<file path="src/rtl/countdown_pkg.sv">
// Shared types and sizing helpers for the countdown timer and its prescaler.
package countdown_pkg;

  typedef enum logic [1:0] {
    ST_IDLE = 2'd0,
    ST_RUN  = 2'd1,
    ST_DONE = 2'd2
  } state_t;

  // Prescaler counter width: enough bits for PRESCALE-1, never narrower than 1.
  function automatic int presc_width(input int prescale);
    return (prescale <= 1) ? 1 : $clog2(prescale);
  endfunction

endpackage

</file>
<file path="src/rtl/countdown_tick_gen.sv">
// Prescaler: emits a one-cycle tick every PRESCALE enabled cycles.
// With PRESCALE==1 the counter is constant zero and tick reduces to enable.
module countdown_tick_gen
  import countdown_pkg::*;
#(
  parameter int PRESCALE = 1
) (
  input  logic clk,
  input  logic rst,
  input  logic clear,
  input  logic enable,
  output logic tick
);

  localparam int PW = presc_width(PRESCALE);
  localparam logic [PW-1:0] LAST = PW'(PRESCALE - 1);

  logic [PW-1:0] r_presc;
  logic          w_wrap;

  assign w_wrap = (r_presc == LAST);
  assign tick   = enable && w_wrap;

  always_ff @(posedge clk or posedge rst) begin
    if (rst) begin
      r_presc <= '0;
    end else if (clear) begin
      r_presc <= '0;
    end else if (enable) begin
      r_presc <= w_wrap ? '0 : r_presc + 1'b1;
    end
  end

endmodule

</file>
<file path="src/rtl/countdown_timer.sv">
// Loadable down-counter/timer with prescaled ticks and a one-cycle done pulse.
// Optional periodic mode enabled by defining COUNTDOWN_AUTORELOAD_EN.
module countdown_timer
  import countdown_pkg::*;
#(
  parameter int WIDTH    = 4,
  parameter int PRESCALE = 1
) (
  input  logic             clk,
  input  logic             rst,
  input  logic             start,
  input  logic [WIDTH-1:0] load_val,
  input  logic             enable,
  input  logic             abort,
  output logic [WIDTH-1:0] count,
  output logic             busy,
  output logic             done
);

`ifdef COUNTDOWN_AUTORELOAD_EN
  localparam bit AUTORELOAD = 1'b1;
`else
  localparam bit AUTORELOAD = 1'b0;
`endif

  localparam logic [WIDTH-1:0] ONE = WIDTH'(1);

  state_t           r_state;
  state_t           w_state_nxt;
  logic [WIDTH-1:0] r_count;
  logic [WIDTH-1:0] r_reload;
  logic             r_busy;
  logic             r_done;
  logic [WIDTH-1:0] w_count_nxt;
  logic [WIDTH-1:0] w_reload_nxt;
  logic             w_busy_nxt;
  logic             w_done_nxt;
  logic             w_run;
  logic             w_tick;
  logic             w_load_zero;
  logic             w_last;

  assign w_run       = (r_state == ST_RUN);
  assign w_load_zero = (load_val == '0);
  // count<=1 rather than ==1 so a stray zero can never decrement into all-ones
  assign w_last      = w_tick && (r_count <= ONE);

  countdown_tick_gen #(
    .PRESCALE(PRESCALE)
  ) u_tick_gen (
    .clk   (clk),
    .rst   (rst),
    .clear (!w_run || abort),
    .enable(enable && w_run),
    .tick  (w_tick)
  );

  always_ff @(posedge clk or posedge rst) begin
    if (rst) begin
      r_state <= ST_IDLE;
    end else begin
      r_state <= w_state_nxt;
    end
  end

  always_comb begin
    w_state_nxt = r_state;
    unique case (r_state)
      ST_IDLE, ST_DONE: begin
        if (start) begin
          w_state_nxt = w_load_zero ? ST_DONE : ST_RUN;
        end else begin
          w_state_nxt = ST_IDLE;
        end
      end
      ST_RUN: begin
        if (abort) begin
          w_state_nxt = ST_IDLE;
        end else if (w_last && !AUTORELOAD) begin
          w_state_nxt = ST_DONE;
        end
      end
      default: w_state_nxt = ST_IDLE;
    endcase
  end

  // Abort outranks the tick, and start is ignored while running.
  always_comb begin
    w_count_nxt  = r_count;
    w_reload_nxt = r_reload;
    w_done_nxt   = 1'b0;
    w_busy_nxt   = (w_state_nxt == ST_RUN);
    unique case (r_state)
      ST_IDLE, ST_DONE: begin
        if (start) begin
          w_count_nxt = load_val;
          w_done_nxt  = w_load_zero;
          if (!w_load_zero) begin
            w_reload_nxt = load_val;
          end
        end else begin
          w_count_nxt = '0;
        end
      end
      ST_RUN: begin
        if (abort) begin
          w_count_nxt = '0;
        end else if (w_tick) begin
          if (w_last) begin
            w_count_nxt = AUTORELOAD ? r_reload : '0;
            w_done_nxt  = 1'b1;
          end else begin
            w_count_nxt = r_count - ONE;
          end
        end
      end
      default: w_count_nxt = '0;
    endcase
  end

  always_ff @(posedge clk or posedge rst) begin
    if (rst) begin
      r_count  <= '0;
      r_reload <= '0;
      r_busy   <= 1'b0;
      r_done   <= 1'b0;
    end else begin
      r_count  <= w_count_nxt;
      r_reload <= w_reload_nxt;
      r_busy   <= w_busy_nxt;
      r_done   <= w_done_nxt;
    end
  end

  assign count = r_count;
  assign busy  = r_busy;
  assign done  = r_done;

endmodule
</file>
<file path="config.mk">
export PLATFORM = sky130hd
export DESIGN_NAME = countdown_timer
export DESIGN_NICKNAME = d
export VERILOG_FILES = /design/src/rtl/countdown_pkg.sv /design/src/rtl/countdown_tick_gen.sv /design/src/rtl/countdown_timer.sv
export SDC_FILE = /design/constraint.sdc
export NUM_CORES = 1
export LEC_CHECK = 0
export CELL_PAD_IN_SITES_DETAIL_PLACEMENT = 0
export CELL_PAD_IN_SITES_GLOBAL_PLACEMENT = 1
export CORE_UTILIZATION = 33
export CTS_BUF_LIST = sky130_fd_sc_hd__clkbuf_4
export CTS_CLUSTER_DIAMETER = 120
export DETAILED_ROUTE_END_ITERATION = 12
export GPL_TIMING_DRIVEN = 1
export PLACE_DENSITY_LB_ADDON = 0.1
export REMOVE_ABC_BUFFERS = 1
export SETUP_SLACK_MARGIN = 0.3
export SLEW_MARGIN = 20
export SYNTH_ARGS = -nofsm -noshare
export SYNTH_HDL_FRONTEND = slang
export SYNTH_SLANG_ARGS = --single-unit
</file>
<file path="constraint.sdc">
create_clock -name clk -period 1.8 [get_ports clk]
set_input_delay 0.27 -clock clk [delete_from_list [all_inputs] [get_ports clk]]
set_output_delay 0.27 -clock clk [all_outputs]
set_load 0.05 [all_outputs]
</file>
==> flow_metrics.tcl <==
# yosys + openroad results
set metrics [dict create \
    status "completed" \
    period_needed_ns 1.36 \
    syn_area_per_cell_sq_um 10.0 \
    buffer_area_frac 0.214 \
    p_leak_nw 0.274 \
    power_uw 600 \
    final_area_sq_um 596 \
    numCtsBuffers 3 \
    avgRoutedWirePerCell_microns 13.3 \
    via_count 381 \
    clk_latency_ns 0.25 \
    async_reset_ff_frac 1.00 \
    crit_end "r_state[1]" \
    h-tree-depth 1 \
    synthCells 43 \
    worstMarginPinSlew_ns 0.613 \
    synth-edff-count 0 \
    initial_core_util 0.373 \
    place_area_sq_um 571 \
    ys.warnings.count 0 \
    logic_area_sq_um 209 \
    required_ns 1.98 \
    yosys_most_used_dff "dfrtp_1" \
    final_cell_count_no_fill 72 \
    clock-root-buffer "clkbuf_4" \
    post_cts_buffers 0 \
    fin_nets 71 \
    inv_count 5 \
    grt_usage 0.168 \
    peakVddDrop_mv 0.381 \
    clk_share 0.0378 \
    nMultiInputCombCells 28 \
    grt_pass1_vias 387 \
    clock.fmax_mhz 737 \
    yosys_cells 43 \
    reg2reg_slack_ns 0.44 \
    areaGrowthSynthToFinish_pct 38.0 \
    drc 0 \
    startpoint_type "input pin" \
    drt-total-wl_microns 954 \
    ff_count 8 \
    ys_seq_share 0.464 \
    first_pass_iters 3 \
    fillers 105 \
    die_y_microns 38.2 \
    grt_pass1_wl_microns 1640 \
    mux_area_frac 0.0232 \
    clock_buffers 3 \
    largest_register_ffs 4 \
    dp_cells 69 \
]
per-layer routing:
metal / part of all wire / global-route usage / vias up
li1: - / - / 188
met1: 0.47 / 0.204 / 179
met2: 0.48 / 0.267 / 11
met3: 0.034 / 0.0523 / 3
met4: 0.010 / 0.0804 / 0
met5: 0 / 0 / -
metrics by stage:
step                setup slack, ns  utilization
detailed placement            0.222        0.494
global placement              0.267        0.494
finish                        0.442        0.515
global route                  0.329        0.515
CTS                           0.350        0.511
floorplan                     0.259            -
worst max-delay path, cell delays in order:
cell and delay, ns:
clkdlybuf4s50_1 0.43, nor4_1 0.58, a22o_1 0.25
cell usage in the layout, fill, tap and decap left out:
| cell | Yosys | layout |
|---|---|---|
| a22o_1 | 2 | 2 |
| a2bb2oi_1 | 1 | 1 |
| a32oi_1 | 2 | 2 |
| and2b_1 | 1 | 1 |
| buf_4 | 0 | 4 |
| clkbuf_4 | 0 | 3 |
| clkdlybuf4s50_1 | 0 | 8 |
| dfrtp_1 | 8 | 8 |
| dlygate4sd2_1 | 0 | 2 |
| ha_1 | 2 | 2 |
| inv_1 | 5 | 5 |
| mux2i_1 | 1 | 1 |
| nand2_1 | 4 | 4 |
| nand2b_1 | 1 | 1 |
| nor2_1 | 1 | 1 |
| nor3_1 | 2 | 1 |
| nor3_2 | 0 | 1 |
| nor3b_1 | 1 | 1 |
| nor4_1 | 1 | 1 |
| nor4b_2 | 1 | 1 |
| o21ai_0 | 2 | 2 |
| o22ai_1 | 2 | 2 |
| o31ai_1 | 3 | 3 |
| or3b_1 | 1 | 1 |
power by group:
part	internal, mW	leakage (nW)	total [mW]	switching (mW)
combinational	0.0861	0.156	0.230	0.144
clock	0.0764	0.0138	0.138	0.0620
sequential	0.206	0.105	0.231	0.0250
total	0.368	0.274	0.600	0.231
Fig. 1: cell placement
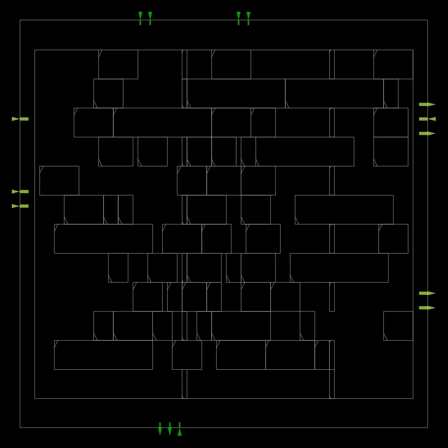
Seq/total area: 0.336
Tapcell Cnt: 14

Fig. 2: wires at chosen ports, followed through buffers
Bar = 10 microns.
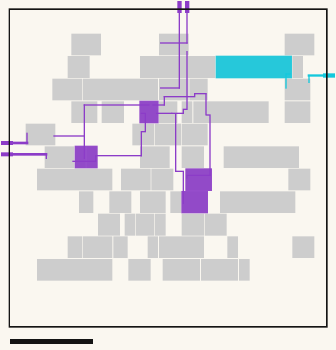
`done` -> cyan  # bits 1, direction output, edge right, end cells 1, buffers 1, wire 4.70 microns
`load_val` -> purple  # bits 4, direction input, edge 2 top, 2 left, end cells 5, buffers 4, wire 102 microns
PortBufs: 14
I/O pin count: 15

No activity file was given, so power comes from the tool's default toggle rates.
